--- src/rtl/lw_hazard_detector.sv ---
// Load-use hazard detector for the 5-stage MIPS pipeline, plus the stop/drain
// sequencer that quiesces the pipe when a stop instruction reaches ID.
module lw_hazard_detector #(
    parameter int DRAIN_CYCLES = 3,
    parameter int CNT_W        = 16
) (
    input  logic             clk,
    input  logic             reset,
    input  logic             RegWriteD_tmp,
    input  logic             MemtoRegD_tmp,
    input  logic             StopD_tmp,
    input  logic [4:0]       rwD_tmp,
    input  logic [4:0]       rsD,
    input  logic [4:0]       rtD,
    input  logic             useRsD,
    input  logic             useRtD,
    output logic             isLWHazard,
    output logic             StallF,
    output logic             StallD,
    output logic             FlushD,
    output logic             halted,
    output logic [CNT_W-1:0] stall_count
);

    typedef enum logic [1:0] {RUN = 2'd0, DRAIN = 2'd1, HALTED = 2'd2} state_t;

    localparam logic [2:0] DRAIN_INIT = 3'(DRAIN_CYCLES - 1);

    state_t     state;
    logic       ldE_valid;
    logic [4:0] ldE_rw;
    logic [2:0] drain_cnt;
    logic       ld_next;

    always_comb begin
        isLWHazard = (state != HALTED) && ldE_valid &&
                     ((useRsD && (rsD == ldE_rw)) || (useRtD && (rtD == ldE_rw)));
    end

    // A bubbled slot (hazard this cycle) must not re-arm the tracker, so each
    // hazard costs exactly one stall; MEM/WB forwarding covers the rest.
    assign ld_next = (state == RUN) && !isLWHazard && RegWriteD_tmp &&
                     MemtoRegD_tmp && (rwD_tmp != 5'd0);

    always_comb begin
        StallF = 1'b0;
        StallD = 1'b0;
        FlushD = 1'b0;
        halted = 1'b0;
        case (state)
            RUN: begin
                StallF = isLWHazard;
                StallD = isLWHazard;
            end
            DRAIN: begin
                StallF = 1'b1;
                FlushD = 1'b1;
            end
            HALTED: begin
                StallF = 1'b1;
                StallD = 1'b1;
                halted = 1'b1;
            end
            default: ;
        endcase
    end

    always_ff @(posedge clk or negedge reset) begin
        if (!reset) begin
            ldE_valid <= 1'b0;
            ldE_rw    <= 5'd0;
        end else begin
            ldE_valid <= ld_next;
            ldE_rw    <= ld_next ? rwD_tmp : 5'd0;
        end
    end

    always_ff @(posedge clk or negedge reset) begin
        if (!reset) begin
            state     <= RUN;
            drain_cnt <= 3'd0;
        end else begin
            case (state)
                RUN: begin
                    // A concurrent hazard takes priority; the stop is retried once it clears.
                    if (StopD_tmp && !isLWHazard) begin
                        state     <= DRAIN;
                        drain_cnt <= DRAIN_INIT;
                    end
                end
                DRAIN: begin
                    if (drain_cnt == 3'd0) state <= HALTED;
                    else                   drain_cnt <= drain_cnt - 3'd1;
                end
                HALTED: ;
                default: state <= RUN;
            endcase
        end
    end

    always_ff @(posedge clk or negedge reset) begin
        if (!reset)                                 stall_count <= '0;
        else if (isLWHazard && (stall_count != '1)) stall_count <= stall_count + 1'b1;
    end

endmodule

--- config.mk ---
export PLATFORM = sky130hd
export DESIGN_NAME = lw_hazard_detector
export DESIGN_NICKNAME = d
export VERILOG_FILES = /design/src/rtl/lw_hazard_detector.sv
export SDC_FILE = /design/constraint.sdc
export NUM_CORES = 1
export LEC_CHECK = 0
export ABC_AREA = 1
export CAP_MARGIN = 25
export CELL_PAD_IN_SITES_DETAIL_PLACEMENT = 1
export CELL_PAD_IN_SITES_GLOBAL_PLACEMENT = 2
export CORE_ASPECT_RATIO = 0.8
export CORE_MARGIN = 2
export CORE_UTILIZATION = 29
export CTS_CLUSTER_DIAMETER = 50
export DETAILED_ROUTE_END_ITERATION = 6
export PLACE_DENSITY_LB_ADDON = 0.1
export SETUP_SLACK_MARGIN = 0.05
export SLEW_MARGIN = 20
export SYNTH_ARGS = -nofsm -noshare
export SYNTH_HDL_FRONTEND = slang
export SYNTH_SLANG_ARGS = --single-unit
export TNS_END_PERCENT = 5
--- constraint.sdc ---
create_clock -name clk -period 4.25 [get_ports clk]
set_clock_uncertainty 0.1 [all_clocks]
set_input_delay 0.85 -clock clk [delete_from_list [all_inputs] [get_ports clk]]
set_output_delay 0.85 -clock clk [all_outputs]
set_load 0.02 [all_outputs]
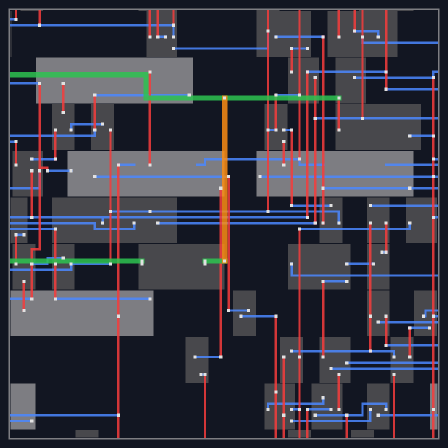
(a small window of the routed layout)
Window x 33 to 58, y 24 to 49 um. Cells in gray, sequential cells in the stronger gray; small squares are vias.
[blue] M1
[red] M2
[green] M3
[orange] M4
cells with their middle in the window: 33
most frequent: nand2_1 (7), nand3_1 (5)
netlist names of flops here include: `stall_count` (3), `ldE_valid` (1)
sequential cells in the window: 4

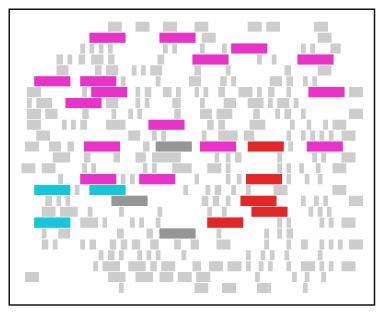
(sequential cells colored by netlist name)
(4 px per um)
[magenta] `stall_count` | sequential cells: 16
[red] `ldE_rw` | sequential cells: 5
[cyan] `drain_cnt` | sequential cells: 3
not colored: 3
power in sequential cells: 0.318 mW
register area: 676 um2
Post-Route Utilization: 39.2%

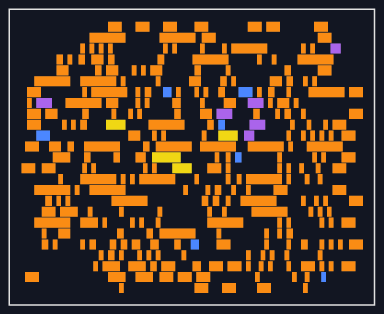
(cells by drive strength)
(4 px per um)
[orange] x1 and smaller | cells: 269 | most used: nand2_1
[yellow] x6 and larger | cells: 4 | most used: clkbuf_8
[blue] x2 | cells: 7 | most used: clkinv_2
[purple] x3 and x4 | cells: 6

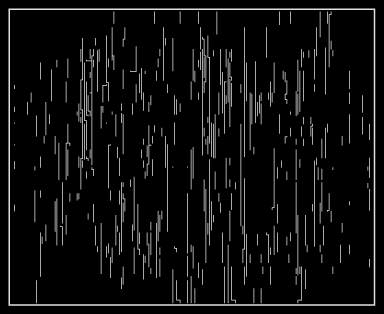
(M2 wires)
(4 px per um)
wire length on this layer: 1820 um
share of all routed wire: 41%
nets with wire on the layer: 246
main direction: vertical
longest straight run: 32.3 um
via count: 1580
grt met2 use: 21.8%
Routed WL: 4.39 mm

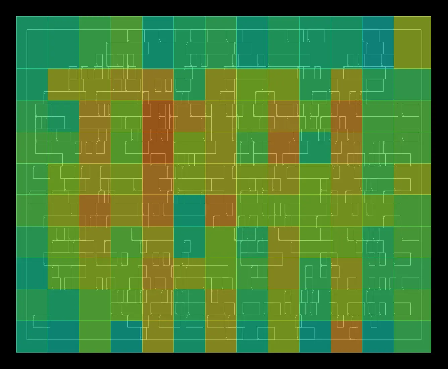
(routing congestion map)
drt wl/cell: 12.0 um
met1 Track Usage GR: 21.5%
gr usage total: 14.5%
met3 GRT Util: 2.87%
Most Crowded Layer GR: met2

==> results.txt <==
fresh numbers from the pnr run: critical path required time about 3300 ps, total I/O pin count 43, Worst Hold End drain_cnt[1], reg2reg path depth 9, CP max-delay cell clkdlybuf4s50_1, combinational share of cell area around two fifths, biggest area cells dfrtp_1, nand2_1, inv_1, minimum clock period 3720 ps, CP top delay family buffers and inverters, CP peak stage delay 610 ps, post-route cell area 2310 um2, Worst VDD drop 0.137 mV, FP Rows 25, CTS Buffer Depth 2, Initial Util between 20% and 30%, IO Port Bufs 42, CP Buf/Inv Count 3, ys cells 241, dpl ws just over 500 ps, H-Tree Depth 1, Top Layout Cells nand2_1, clkdlybuf4s50_1, inv_1, dfrtp_1, nand3_1, Syn Inst Count 241, leak pwr 1.13 nW, worst hold slack 392 ps, Commonest flop dfrtp_1, hold wc startpoint drain_cnt[1], flops out of synthesis 27, commonest cells in the netlist nand2_1, inv_1, dfrtp_1, nand3_1, nor2_1, Startpoint Class input pin, Async SR Flop Fraction 100%, Post-CTS Setup Inserts 0, CTS tree yes, root buffer cell clkbuf_8, outcome finished, final reports clean, Final Hold Fails 0, Post-synth EDFFs 0, clock power share 19.3%, most frequent CP cell nand2_1, worst skew pair latency 280 ps, Layout Cells excl Fill 367, maximum clock rate roughly 270 MHz, remaining global-route overflow 0, full die area 6690 um2, Regs by FF count stall_count x16, ldE_rw x5, drain_cnt x3, worst path cell trace clkdlybuf4s50_1 -> inv_1 -> nand2_1 -> nand2_1 -> nor2_1 -> nand3_1 -> nand2_1 -> nand3_1 -> a21oi_1 -> clkdlybuf4s50_1, DP HPWL around 3.4 mm, DRT iter0 DRCs 48, M1 wire length between 2 and 2.5 mm, total core area a little under 6000 um2, Syn. warnings 0, cell-internal power 0.494 mW, largest net degree at the start of global routing 28, DP Area 2260 um2, Antenna Violating Nets Remaining 0, reg-to-reg endpoint stall_count[5], Mapped Nets 270, Gate Area about 910 um2, number of remaining DRC errors 0, crit path launch rsD[4], tap cell count 81, number of logic inverters in the finished layout 36
## power by group through the flow
stage | Combinational, mW | Clock [mW] | Sequential, mW
floorplan | 0.199 | 0 | 0.322
global route | 0.369 | 0.169 | 0.324
finish | 0.319 | 0.152 | 0.318
global placement | 0.322 | 0 | 0.323
detailed placement | 0.324 | 0 | 0.323
CTS | 0.327 | 0.158 | 0.319
## cell families (layout without fill, tap and decap cells)
logic type / Yosys count / count (layout) / synth area share, %
AND/OR/NAND/NOR: 143 / 143 / 36.9
buffers and inverters: 39 / 84 / 9.49
flip-flops: 27 / 27 / 38.5
XOR/XNOR: 14 / 14 / 6.99
AND-OR/OR-AND: 11 / 11 / 3.14
adder cells (fa/ha/maj): 7 / 7 / 4.99
Power is estimated from default activity; no workload was simulated.
